Figure 1. Routing congestion (run 1).
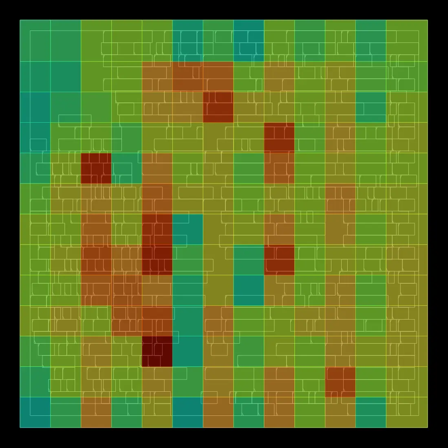
Figure 2. Where the registers sit (run 1).
(4 px per µm) Other sequential cells in the stronger grey, the rest of the logic in the fainter grey.
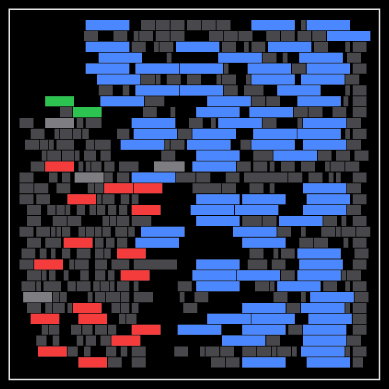
Figure 3. Routed metal, one colour a layer (run 1).
(4 px per µm)
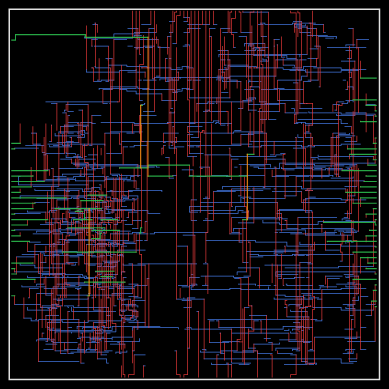
==> config.mk <==
export PLATFORM = sky130hd
export DESIGN_NAME = ftoi_result_stage
export DESIGN_NICKNAME = d
export VERILOG_FILES = /design/src/rtl/fpu_pkg.sv /design/src/rtl/fpu_sync_fifo.sv /design/src/rtl/ftoi_result_stage.sv
export SDC_FILE = /design/constraint.sdc
export NUM_CORES = 1
export LEC_CHECK = 0
export CAP_MARGIN = 30
export CORE_MARGIN = 2
export CORE_UTILIZATION = 51
export CTS_BUF_LIST = sky130_fd_sc_hd__clkbuf_8
export DETAILED_ROUTE_END_ITERATION = 8
export PLACE_DENSITY = 0.83
export SYNTH_ARGS = -nofsm -noshare
export SYNTH_HDL_FRONTEND = slang
export SYNTH_SLANG_ARGS = --single-unit
==> constraint.sdc <==
create_clock -name clk -period 3.5 [get_ports clk]
set_input_delay 0.525 -clock clk [delete_from_list [all_inputs] [get_ports clk]]
set_output_delay 0.525 -clock clk [all_outputs]
set_load 0.005 [all_outputs]
==> run summary, run 1 <==
impl run done, here's what came out: status=finished clean, Final WS setup=0.847 ns, Clk pwr share=0.240, Peak VDD IR=0.353 mV, initial antenna violation count=0, main area contributors=edfxtp_1 58%, dfxtp_1 11%, mux2i_1 10%, nor2_1 4.5%, a21oi_1 1.4%, Post-Synthesis Cells=294, WP data required=2.97 ns, synthesis-to-layout area growth=33.9%, sequential power share=0.442, AND/OR/NAND/NOR Cells, Area Fraction=0.127, Yosys Chip Area=0.00397 mm², Hold Buf Count CTS=0, cell row count=32, aoi/oai-family share of the synthesized area=0.0530, clk sink count=98, GR Layer Usage met3=0.0337, slowest stage delay, CP=0.53 ns, via count of the first global-routing pass=2,646, Top cell excl fill/tap=clkdlybuf4s50_1, CTS Buf Count=9, Top cells excl fill/tap=99 x clkdlybuf4s50_1, 76 x edfxtp_1, 46 x nor2_1, # Cells Yosys=294, hold path cells=2, Starting Density=0.518, share of layout cells above drive strength 1=0.0677, fin nets=441, Worst Path Arrival=2.13 ns, cell breakdown of the critical path=nor2_4 -> buf_4 -> nor2_1 -> clkdlybuf4s50_1, Power Combinational=0.00102 W, CP max-delay cell=nor2_4, met3 WL=385 µm, Syn. warnings=0, Placed Area=0.00509 mm², Setup-failing EPs final=0, largest net degree at the start of global routing=39, clk root buf=clkbuf_8, Logic pwr share=0.318, Pwr Density=603 mW/mm², Fmax=377 MHz, first-pass GRT wire length=12,800 µm, Worst-Margin Slew=0.619 ns, Non-Filler Instances=501, CP Max Fanout=23, routability cong.=0.839, syn nets=340, RSZ-0062 raised after global routing=no, grt ovf=0, Switch Pwr=0.000877 W, Sw Share=0.274, Cell Type Count=36, placed instance count=486, clk pwr=0.000768 W, Max Cap Viol=0
Back to the opening pictures, Figure 1:
average wire per standard cell: 16.0 µm
most used routing layer: met2
global routing usage on met2: 0.323
Tot GR Track Use: 0.194
final core occ: 0.694

Back to the opening pictures, Figure 2:
legend:
  ovf_count:
    colour: red
    placed_flops: 16
  u_fifo.mem:
    colour: blue
    placed_flops: 76
  u_fifo.count:
    colour: green
    placed_flops: 2
power in sequential cells: 0.00141 W
Storage cell area: 0.00272 mm²
flop share of the area: 0.513

Back to the opening pictures, Figure 3:
legend:
  metal 2:
    colour: red
    wire_length: 3,980 µm
  metal 1:
    colour: blue
    wire_length: 3,570 µm
  metal 3:
    colour: green
    wire_length: 386 µm
  metal 4:
    colour: orange
    wire_length: 88.4 µm
DRT Wirelength: 8020 µm
total number of vias: 2,707

run 1: final cells by class:
type	count	area (µm²)	area share
sequential	98	2720	0.513
multi-input combinational	179	1190	0.224
timing repair buffer	104	1040	0.196
tap	102	128	0.0240
clock buffer	9	124	0.0233
clock inverter	6	90.1	0.0170
inverter	3	11.3	0.00212
run 1: Yosys cell counts (4+ instances only):
cell type  count
a21oi_1       11
clkbuf_1      10
nand4_1        6
and3_1         7
nand2_1        8
edfxtp_1      76
nand3_1        9
o31ai_1        5
or3_1          4
or4_1          5
dfxtp_1       22
nor2_1        48
mux2i_1       40
run 1: worst max-delay path: cells and delay by family (launching register included):
family | cells | cell delay [ns]
buffers and inverters | 2 | 0.80
and+or+nand+nor | 2 | 0.60
DFF | 1 | 0.38
==> run 2: changes to the inputs <==
--- a/config.mk
+++ b/config.mk
@@ -7,10 +7,10 @@
 export LEC_CHECK = 0
 export CAP_MARGIN = 30
 export CORE_MARGIN = 2
-export CORE_UTILIZATION = 51
+export CORE_UTILIZATION = 46
 export CTS_BUF_LIST = sky130_fd_sc_hd__clkbuf_8
 export DETAILED_ROUTE_END_ITERATION = 8
-export PLACE_DENSITY = 0.83
+export PLACE_DENSITY = 0.79
 export SYNTH_ARGS = -nofsm -noshare
 export SYNTH_HDL_FRONTEND = slang
 export SYNTH_SLANG_ARGS = --single-unit
==> constraint.sdc (replaced) <==
create_clock -name clk -period 2.3 [get_ports clk]
set_input_delay 0.345 -clock clk [delete_from_list [all_inputs] [get_ports clk]]
set_output_delay 0.345 -clock clk [all_outputs]
set_load 0.005 [all_outputs]
==> run 2 against run 1 <==
Against the previous run:
- combinational power increased by 58%
- clock-buffer cell count stayed put
- wire length is 1.3% higher
- utilization down 5.0 points
- cell count is 1.8% higher
- critical path type is now reg2reg
- cell area up 0.78%
- clock power increased by 32%
- clock skew rose by 0.0079 ns
- sequential power increased by 49%
- largest cell class unchanged
- synthesized cell count unchanged
- worst hold slack worse by 0.0030 ns
- critical endpoint is now ovf_count[0]
==> run summary, run 2 <==
impl run done, here's what came out: status=finished clean, top cells by count, synth=76 x edfxtp_1, 48 x nor2_1, 40 x mux2i_1, main area contributors=edfxtp_1 58%, dfxtp_1 11%, mux2i_1 10%, nor2_1 4.5%, a21oi_1 1.4%, via count of the first global-routing pass=2,611, Syn. warnings=0, Placed Area=0.00516 mm², grt ovf=0, first-pass GRT wire length=12,800 µm, fin nets=446, cell row count=33, Sw Share=0.288, Post-synth top flop=edfxtp_1, Power Combinational=0.00161 W, Yosys Chip Area=0.00397 mm², Top cell excl fill/tap=clkdlybuf4s50_1, met3 WL=459 µm, cell breakdown of the critical path=ha_1 -> nand4_1 -> or4_1 -> a2111o_1 -> o21ai_0, most used routing layer=met2, clk pwr=0.00101 W, Hold Buf Count CTS=0, slowest stage delay, CP=0.72 ns, H-tree depth=3, Post-Synthesis Cells=294, clk sink count=98, RSZ-0062 raised after global routing=no, clk root buf=clkbuf_8, DRT Wirelength=8120 µm, type of the worst setup path=reg2reg, synthesis-to-layout area growth=34.9%, final core occ=0.645, CP top delay family=simple AND/OR/NAND/NOR gates, # Cells Yosys=294, WP data required=2.59 ns, initial antenna violation count=0, routability cong.=0.840, worst-case reg-to-reg path depth=5, placed instance count=494, largest net degree at the start of global routing=39, Clk pwr share=0.215, hold path cells=2, Top cells excl fill/tap=99 x clkdlybuf4s50_1, 76 x edfxtp_1, 46 x nor2_1, met2 WL=4010 µm, Switch Pwr=0.00136 W, share of layout cells above drive strength 1=0.0790, CP Max Fanout=9, Non-Filler Instances=510, Crit path depth=5, Register-to-Register Setup Slack=0.15 ns, Peak VDD IR=0.706 mV, sequential power share=0.444, Logic pwr share=0.341, Fmax=465 MHz, syn nets=340, Max Cap Viol=0, Cell Type Count=36, Worst Path Arrival=2.44 ns, Final WS setup=0.149 ns, GR Layer Usage met3=0.0325, Synth area leader=edfxtp_1, CP Buf/Inv Count=0, Worst-Margin Slew=0.705 ns, Setup-failing EPs final=0, global routing usage on met2=0.282, power in sequential cells=0.00210 W, Cell Int Power=0.00336 W, Synth top cell by count=edfxtp_1, CP max-delay cell=or4_1, Starting Density=0.478, Pwr Density=883 mW/mm², CTS Buf Count=9, DR iter-0 viols=119
==> run 2: cell types whose count changed in the layout (fill, tap and decap cells not counted), sizes merged <==
cell and change:
bufinv -2, clkinvlp -1, buf +5, clkinv +3, inv +1
==> run 2: cell type report <==
class	instances	area (µm²)
Clock buffer	9	124
Clock inverter	7	61.3
Fill cell	614	2950
Inverter	3	11.3
Multi-Input combinational cell	179	1190
Sequential cell	98	2720
Tap cell	105	131
Timing Repair Buffer	109	1110
==> run 2: kinds of logic (layout without fill, tap and decap cells) <==
group	count (synthesis)	after routing	synth area share
fa+ha+maj	2	2	0.00631
mux	40	40	0.101
xor+xnor	4	4	0.00884
flops	98	98	0.687
simple gates	102	102	0.127
compound gates	31	31	0.0530
buf+inv	17	128	0.0170
Figure 4. Routed metal, one colour a layer (run 2).
(4 px per µm)
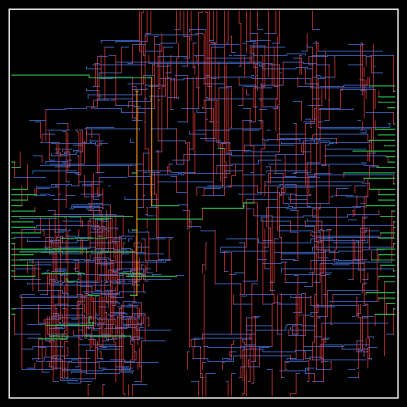
legend:
  metal 3:
    colour: green
    wire_length: 459 µm
  metal 1:
    colour: blue
    wire_length: 3,570 µm
  metal 2:
    colour: red
    wire_length: 4,010 µm
  metal 4:
    colour: orange
    wire_length: 83.0 µm
Tot GR Track Use: 0.171
total number of vias: 2,759
average wire per standard cell: 15.9 µm

Figure 5. Zoomed window (run 2).
Window x 63 to 83, y 14 to 34 µm. Cells in grey, sequential cells in the stronger grey; small squares are vias.
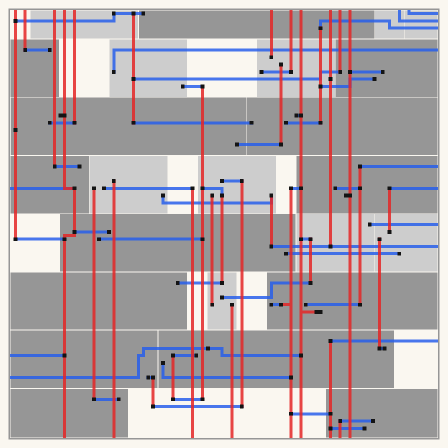
legend:
  metal 2:
    colour: red
  metal 1:
    colour: blue
cells with their middle in the window: 16
sequential cells in the window: 9
most frequent: edfxtp_1 (9), mux2i_1 (4), clkdlybuf4s50_1 (2)

Power is estimated from default activity; no workload was simulated.
